Run 1, placed standard cells:
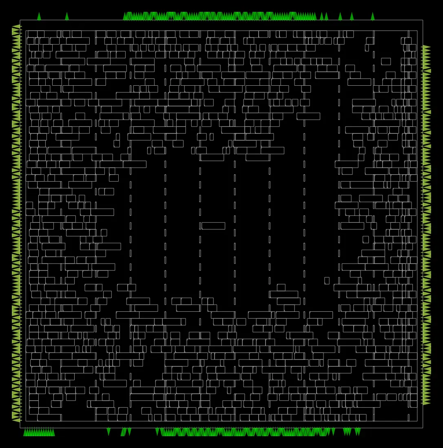
Run 1, nets reached from selected ports:
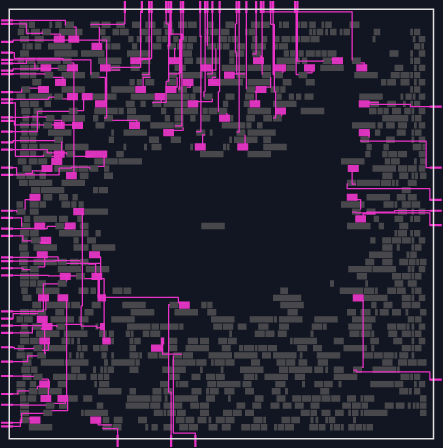
Run 1, M2 wires:
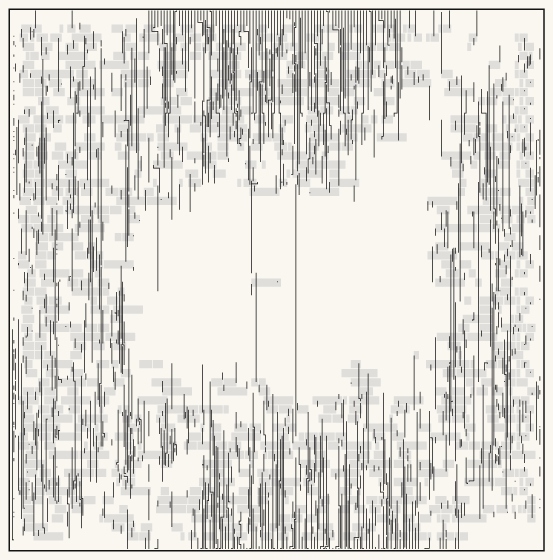
==> src/rtl/reg_to_axi_mgr_pkg.sv <==
// Shared definitions for the regbus-to-AXI4 manager bridge: FSM states,
// AXI response encodings, helpers and default bus struct types.
package reg_to_axi_mgr_pkg;

   typedef enum logic [2:0] {
      IDLE,
      WRITE,
      WAIT_B,
      READ,
      WAIT_R,
      RESP
   } state_e;

   localparam logic [1:0] RESP_OKAY   = 2'b00;
   localparam logic [1:0] RESP_EXOKAY = 2'b01;
   localparam logic [1:0] RESP_SLVERR = 2'b10;
   localparam logic [1:0] RESP_DECERR = 2'b11;

   localparam logic [1:0] BURST_INCR  = 2'b01;

   // Only subordinate and decode errors are reported to the regbus side.
   function automatic logic resp_is_error(input logic [1:0] resp);
      logic err;
      case (resp)
         RESP_OKAY, RESP_EXOKAY:   err = 1'b0;
         RESP_SLVERR, RESP_DECERR: err = 1'b1;
         default:                  err = 1'b0;
      endcase
      return err;
   endfunction

   function automatic bit is_pow2(input int unsigned v);
      return (v != 0) && ((v & (v - 1)) == 0);
   endfunction

   // Default bus widths, used when the bridge is elaborated stand-alone.
   localparam int unsigned DEF_ADDR_W     = 32;
   localparam int unsigned DEF_AXI_DATA_W = 64;
   localparam int unsigned DEF_REG_DATA_W = 32;
   localparam int unsigned DEF_ID_W       = 4;
   localparam int unsigned DEF_USER_W     = 1;

   typedef struct packed {
      logic [DEF_ID_W-1:0]   id;
      logic [DEF_ADDR_W-1:0] addr;
      logic [7:0]            len;
      logic [2:0]            size;
      logic [1:0]            burst;
      logic                  lock;
      logic [3:0]            cache;
      logic [2:0]            prot;
      logic [3:0]            qos;
      logic [3:0]            region;
      logic [5:0]            atop;
      logic [DEF_USER_W-1:0] user;
   } axi_def_aw_t;

   typedef struct packed {
      logic [DEF_ID_W-1:0]   id;
      logic [DEF_ADDR_W-1:0] addr;
      logic [7:0]            len;
      logic [2:0]            size;
      logic [1:0]            burst;
      logic                  lock;
      logic [3:0]            cache;
      logic [2:0]            prot;
      logic [3:0]            qos;
      logic [3:0]            region;
      logic [DEF_USER_W-1:0] user;
   } axi_def_ar_t;

   typedef struct packed {
      logic [DEF_AXI_DATA_W-1:0]   data;
      logic [DEF_AXI_DATA_W/8-1:0] strb;
      logic                        last;
      logic [DEF_USER_W-1:0]       user;
   } axi_def_w_t;

   typedef struct packed {
      logic [DEF_ID_W-1:0]   id;
      logic [1:0]            resp;
      logic [DEF_USER_W-1:0] user;
   } axi_def_b_t;

   typedef struct packed {
      logic [DEF_ID_W-1:0]       id;
      logic [DEF_AXI_DATA_W-1:0] data;
      logic [1:0]                resp;
      logic                      last;
      logic [DEF_USER_W-1:0]     user;
   } axi_def_r_t;

   typedef struct packed {
      axi_def_aw_t aw;
      logic        aw_valid;
      axi_def_w_t  w;
      logic        w_valid;
      logic        b_ready;
      axi_def_ar_t ar;
      logic        ar_valid;
      logic        r_ready;
   } axi_def_req_t;

   typedef struct packed {
      logic       aw_ready;
      logic       ar_ready;
      logic       w_ready;
      logic       b_valid;
      axi_def_b_t b;
      logic       r_valid;
      axi_def_r_t r;
   } axi_def_rsp_t;

   typedef struct packed {
      logic [DEF_ADDR_W-1:0]       addr;
      logic                        write;
      logic [DEF_REG_DATA_W-1:0]   wdata;
      logic [DEF_REG_DATA_W/8-1:0] wstrb;
      logic                        valid;
   } reg_def_req_t;

   typedef struct packed {
      logic [DEF_REG_DATA_W-1:0] rdata;
      logic                      error;
      logic                      ready;
   } reg_def_rsp_t;

endpackage

==> src/rtl/reg_to_axi_mgr.sv <==
// Regbus subordinate that reissues each request as one single-beat AXI4
// manager transaction. One transaction in flight; all outputs are decoded
// from registered state so nothing on axi_rsp_i reaches reg_rsp_o directly.
module reg_to_axi_mgr
   import reg_to_axi_mgr_pkg::*;
#(
   parameter int unsigned           AxiAddrWidth = DEF_ADDR_W,
   parameter int unsigned           AxiDataWidth = DEF_AXI_DATA_W,
   parameter int unsigned           AxiIdWidth   = DEF_ID_W,
   parameter int unsigned           AxiUserWidth = DEF_USER_W,
   parameter int unsigned           RegDataWidth = DEF_REG_DATA_W,
   parameter logic [AxiIdWidth-1:0] AxiId        = '0,
   parameter type                   axi_req_t    = axi_def_req_t,
   parameter type                   axi_rsp_t    = axi_def_rsp_t,
   parameter type                   reg_req_t    = reg_def_req_t,
   parameter type                   reg_rsp_t    = reg_def_rsp_t
) (
   input  logic     clk_i,
   input  logic     rst_i,
   input  reg_req_t reg_req_i,
   output reg_rsp_t reg_rsp_o,
   output axi_req_t axi_req_o,
   input  axi_rsp_t axi_rsp_i,
   output logic     busy_o
);

   localparam int unsigned RegStrbWidth = RegDataWidth / 8;
   localparam int unsigned AxiStrbWidth = AxiDataWidth / 8;
   localparam int unsigned NumLanes     = AxiDataWidth / RegDataWidth;
   localparam int unsigned LaneLsb      = $clog2(RegStrbWidth);
   localparam int unsigned LaneBits     = (NumLanes > 1) ? $clog2(NumLanes) : 1;
   localparam logic [2:0]  AxSize       = 3'($clog2(RegStrbWidth));

   // Parameter sanity, caught at elaboration.
   if (!is_pow2(RegDataWidth) || RegDataWidth < 8) begin : gen_err_reg_width
      $error("RegDataWidth must be a power of two and at least 8");
   end
   if (!is_pow2(AxiDataWidth) || (AxiDataWidth % RegDataWidth) != 0) begin : gen_err_axi_width
      $error("AxiDataWidth must be a power of two and a multiple of RegDataWidth");
   end
   if ($bits(axi_req_o.aw.addr) != AxiAddrWidth || $bits(axi_req_o.aw.user) != AxiUserWidth) begin : gen_err_types
      $error("axi_req_t field widths do not match AxiAddrWidth/AxiUserWidth");
   end

   state_e                  state_q, state_d;
   logic [AxiAddrWidth-1:0] addr_q, addr_d;
   logic [RegDataWidth-1:0] wdata_q, wdata_d;
   logic [RegStrbWidth-1:0] wstrb_q, wstrb_d;
   logic [RegDataWidth-1:0] rdata_q, rdata_d;
   logic                    error_q, error_d;
   logic                    aw_done_q, aw_done_d;
   logic                    w_done_q, w_done_d;
   logic [LaneBits-1:0]     lane;

   // Which regbus-wide lane of the AXI data bus the latched address selects.
   if (NumLanes > 1) begin : gen_lane
      assign lane = addr_q[LaneLsb +: LaneBits];
   end else begin : gen_single_lane
      assign lane = '0;
   end

   // State and request/response latches.
   always_ff @(posedge clk_i or posedge rst_i) begin
      if (rst_i) begin
         state_q   <= IDLE;
         addr_q    <= '0;
         wdata_q   <= '0;
         wstrb_q   <= '0;
         rdata_q   <= '0;
         error_q   <= 1'b0;
         aw_done_q <= 1'b0;
         w_done_q  <= 1'b0;
      end else begin
         state_q   <= state_d;
         addr_q    <= addr_d;
         wdata_q   <= wdata_d;
         wstrb_q   <= wstrb_d;
         rdata_q   <= rdata_d;
         error_q   <= error_d;
         aw_done_q <= aw_done_d;
         w_done_q  <= w_done_d;
      end
   end

   // Next-state logic: request capture, per-channel handshake tracking, response capture.
   always_comb begin
      state_d   = state_q;
      addr_d    = addr_q;
      wdata_d   = wdata_q;
      wstrb_d   = wstrb_q;
      rdata_d   = rdata_q;
      error_d   = error_q;
      aw_done_d = aw_done_q;
      w_done_d  = w_done_q;
      case (state_q)
         IDLE: begin
            if (reg_req_i.valid) begin
               addr_d    = reg_req_i.addr;
               wdata_d   = reg_req_i.wdata;
               wstrb_d   = reg_req_i.wstrb;
               rdata_d   = '0;
               error_d   = 1'b0;
               aw_done_d = 1'b0;
               w_done_d  = 1'b0;
               if (!reg_req_i.write) begin
                  state_d = READ;
               end else if (reg_req_i.wstrb == '0) begin
                  // Nothing to write: acknowledge without touching AXI.
                  state_d = RESP;
               end else begin
                  state_d = WRITE;
               end
            end
         end
         WRITE: begin
            if (axi_rsp_i.aw_ready) aw_done_d = 1'b1;
            if (axi_rsp_i.w_ready)  w_done_d  = 1'b1;
            if (aw_done_d && w_done_d) state_d = WAIT_B;
         end
         WAIT_B: begin
            if (axi_rsp_i.b_valid) begin
               error_d = resp_is_error(axi_rsp_i.b.resp);
               state_d = RESP;
            end
         end
         READ: begin
            if (axi_rsp_i.ar_ready) state_d = WAIT_R;
         end
         WAIT_R: begin
            if (axi_rsp_i.r_valid) begin
               // Data is forwarded even when the response is an error.
               rdata_d = RegDataWidth'(axi_rsp_i.r.data >> (lane * RegDataWidth));
               error_d = resp_is_error(axi_rsp_i.r.resp);
               state_d = RESP;
            end
         end
         RESP: begin
            state_d = IDLE;
         end
         default: begin
            state_d = IDLE;
         end
      endcase
   end

   // Bus outputs decoded from registered state only.
   always_comb begin
      axi_req_o           = '0;
      axi_req_o.aw.id     = AxiId;
      axi_req_o.aw.addr   = addr_q;
      axi_req_o.aw.len    = 8'd0;
      axi_req_o.aw.size   = AxSize;
      axi_req_o.aw.burst  = BURST_INCR;
      axi_req_o.aw_valid  = (state_q == WRITE) && !aw_done_q;
      axi_req_o.w.data    = AxiDataWidth'(wdata_q) << (lane * RegDataWidth);
      axi_req_o.w.strb    = AxiStrbWidth'(wstrb_q) << (lane * RegStrbWidth);
      axi_req_o.w.last    = 1'b1;
      axi_req_o.w_valid   = (state_q == WRITE) && !w_done_q;
      axi_req_o.b_ready   = (state_q == WAIT_B);
      axi_req_o.ar.id     = AxiId;
      axi_req_o.ar.addr   = addr_q;
      axi_req_o.ar.len    = 8'd0;
      axi_req_o.ar.size   = AxSize;
      axi_req_o.ar.burst  = BURST_INCR;
      axi_req_o.ar_valid  = (state_q == READ);
      axi_req_o.r_ready   = (state_q == WAIT_R);

      reg_rsp_o           = '0;
      reg_rsp_o.ready     = (state_q == RESP);
      reg_rsp_o.rdata     = rdata_q;
      reg_rsp_o.error     = error_q;
   end

   assign busy_o = (state_q != IDLE);

   // Response IDs, user bits and the like are intentionally ignored.
   logic unused_inputs;
   assign unused_inputs = ^{axi_rsp_i, reg_req_i};

endmodule
==> config.mk <==
export PLATFORM = sky130hd
export DESIGN_NAME = reg_to_axi_mgr
export DESIGN_NICKNAME = d
export VERILOG_FILES = /design/src/rtl/reg_to_axi_mgr_pkg.sv /design/src/rtl/reg_to_axi_mgr.sv
export SDC_FILE = /design/constraint.sdc
export NUM_CORES = 1
export LEC_CHECK = 0
export CORE_AREA = 2 2 158 160
export CTS_BUF_LIST = sky130_fd_sc_hd__clkbuf_16
export DETAILED_ROUTE_END_ITERATION = 8
export DIE_AREA = 0 0 160 162
export GPL_TIMING_DRIVEN = 0
export HOLD_SLACK_MARGIN = 0.05
export PLACE_DENSITY = 0.59
export SETUP_SLACK_MARGIN = 0.4
export SYNTH_ARGS = -nofsm -noshare
export SYNTH_HDL_FRONTEND = slang
export SYNTH_SLANG_ARGS = --single-unit
==> constraint.sdc <==
create_clock -name clk_i -period 5.5 [get_ports clk_i]
set_clock_uncertainty 0.1 [all_clocks]
set_input_delay 1.375 -clock clk_i [delete_from_list [all_inputs] [get_ports clk_i]]
set_output_delay 1.375 -clock clk_i [all_outputs]
set_load 0.005 [all_outputs]
==> flow_metrics.py, run 1 <==
# Flow results
metrics = {
    "power": {
        "p_int_mw": 3.45,
        "vdd_drop_max_v": 0.000229,
        "leakage_nw": 4.60,
    },
    "synthesis": {
        "syn_avg_cell_area_sq_um": 11.4,
        "synth-edff-count": 0,
        "top_cell": "buf_4",
        "synth_flops": 106,
        "synthDistinctLibCells": 31,
    },
    "final_layout": {
        "comb_area_sq_um": 2560,
        "nMultiInputCombCells": 350,
    },
    "setup_path": {
        "cp_slowest_stage_delay_ns": 0.53,
        "start_kind": "register",
        "rr_startpoint": "addr_q[2]$_DFFE_PP0P_",
        "critPathKind": "register to output pin",
        "rr_worst_depth": 4,
        "ff2ff_setup_slack_ns": 3.40,
        "arrival_ns": 2.79,
        "r2r-end": "addr_q[2]$_DFFE_PP0P_",
        "cp-startpoint": "addr_q[2]$_DFFE_PP0P_",
    },
    "status": {
        "status": "complete, no violations",
    },
    "final_timing": {
        "rsz0062_at_grt": "no",
        "drv_slew": 0,
        "worstMarginPinSlew_ns": 0.645,
    },
    "min_path": {
        "min_to": "rdata_q[6]$_DFFE_PP0P_",
    },
    "grt": {
        "grt_pass1_wl_microns": 29400,
        "antenna_found_initial": 0,
    },
    "clock_tree": {
        "cts.sinks": 106,
    },
    "detailed_routing": {
        "wirelength_met1_microns": 7530,
    },
}
## Picture notes: 'placed standard cells'
num rows: 57
Post-Layout Cell Count: 1,258
Flops: 106

## Picture notes: 'nets reached from selected ports'
Key: magenta = reg_req_i [bits 70, direction input, edge 37 left, 24 top, 6 right, 3 bottom, end cells 73, buffers 70, wire 2,340 microns]
num ports: 408
Port-buffer cells: 318

## Picture notes: 'M2 wires'
918 nets have wire on it. The longest straight run is 75.5 microns. The wires run mostly vertical.
WL final: 19,200 microns
met2 usage: 26.4%
vias post-DR: 4,862

## Run 2: what changed since run 1
CORE_AREA = 2 2 160 162   (was 2 2 158 160)
DIE_AREA = 0 0 162 164   (was 0 0 160 162)
PLACE_DENSITY = 0.6   (was 0.59)
clock period = 3.75 ns   (was 5.5 ns; I/O delays follow)
Run 2, placed standard cells:
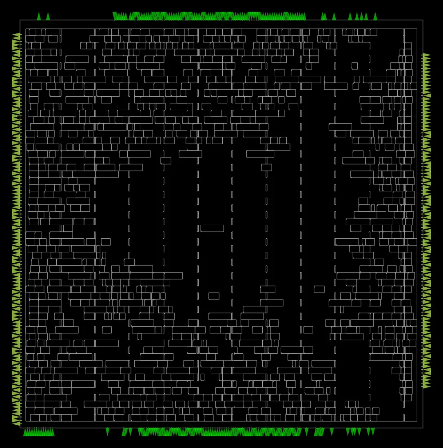
core area: 24,800 sq um
Fill cells: 2,452
Post-Layout Cell Count: 1,266

==> flow_metrics.py, run 2 <==
# Flow results
metrics = {
    "synthesis": {
        "synth_flops": 106,
        "top_cell": "buf_4",
        "synthDistinctLibCells": 31,
        "ys_warn_count": 0,
        "syn_avg_cell_area_sq_um": 11.4,
    },
    "final_timing": {
        "worstMarginPinSlew_ns": 0.568,
    },
    "min_path": {
        "min_to": "rdata_q[10]$_DFFE_PP0P_",
    },
    "clock_tree": {
        "cts.sinks": 106,
    },
    "setup_path": {
        "ff2ff_setup_slack_ns": 1.93,
        "arrival_ns": 2.14,
        "critPathKind": "register to output pin",
        "start_kind": "register",
        "r2r-end": "wdata_q[6]$_DFFE_PP0P_",
        "rr_worst_depth": 4,
    },
    "final_layout": {
        "nClkBuffers": 9,
        "nMultiInputCombCells": 350,
        "fin_nets": 1087,
    },
    "grt": {
        "gr-total-overflow": 0,
        "antenna_found_initial": 0,
        "grt_use_met2_pct": 24.4,
    },
    "floorplanning": {
        "io_pins": 408,
        "rows": 58,
    },
    "power": {
        "p_int_mw": 5.04,
    },
    "detailed_routing": {
        "wirelength_met1_microns": 7530,
        "vias": 4871,
    },
    "status": {
        "status": "complete, no violations",
    },
}
## Run 3: what changed since run 2
clock period = 2.6 ns   (was 3.75 ns; I/O delays follow)
Run 3, M2 wires:
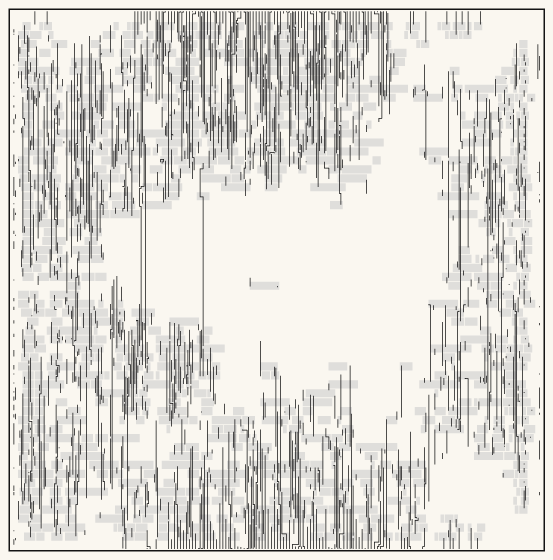
The layer carries 10,000 microns of wire. The layer holds 49% of the routed length. The longest straight run is 76.2 microns. 949 nets have wire on it.
vias post-DR: 5,052
met2 usage: 25.3%
WL final: 20,400 microns

==> flow_metrics.py, run 3 <==
# Flow results
metrics = {
    "floorplanning": {
        "io_pins": 408,
        "rows": 58,
        "fp.coreArea_sq_um": 24800,
    },
    "grt": {
        "gr-total-overflow": 0,
        "antenna_found_initial": 0,
    },
    "final_layout": {
        "nClkBuffers": 9,
        "fill_cells": 2425,
        "nMultiInputCombCells": 350,
        "fin_cells": 1298,
        "fin_nets": 1119,
    },
    "setup_path": {
        "start_kind": "register",
        "r2r-end": "wdata_q[6]$_DFFE_PP0P_",
        "arrival_ns": 1.63,
        "critPathKind": "register to output pin",
        "ff2ff_setup_slack_ns": 0.60,
    },
    "synthesis": {
        "ys_warn_count": 0,
        "yosys-stat-cells": 525,
        "adder_share_pct": 0,
        "syn_avg_cell_area_sq_um": 11.4,
        "synth_flops": 106,
        "top_cell": "buf_4",
    },
    "status": {
        "status": "complete, no violations",
    },
    "power": {
        "p_int_mw": 8.09,
    },
    "final_timing": {
        "worstMarginPinSlew_ns": 0.559,
    },
    "clock_tree": {
        "cts.sinks": 106,
    },
}
Power and IR drop assume default switching activity.
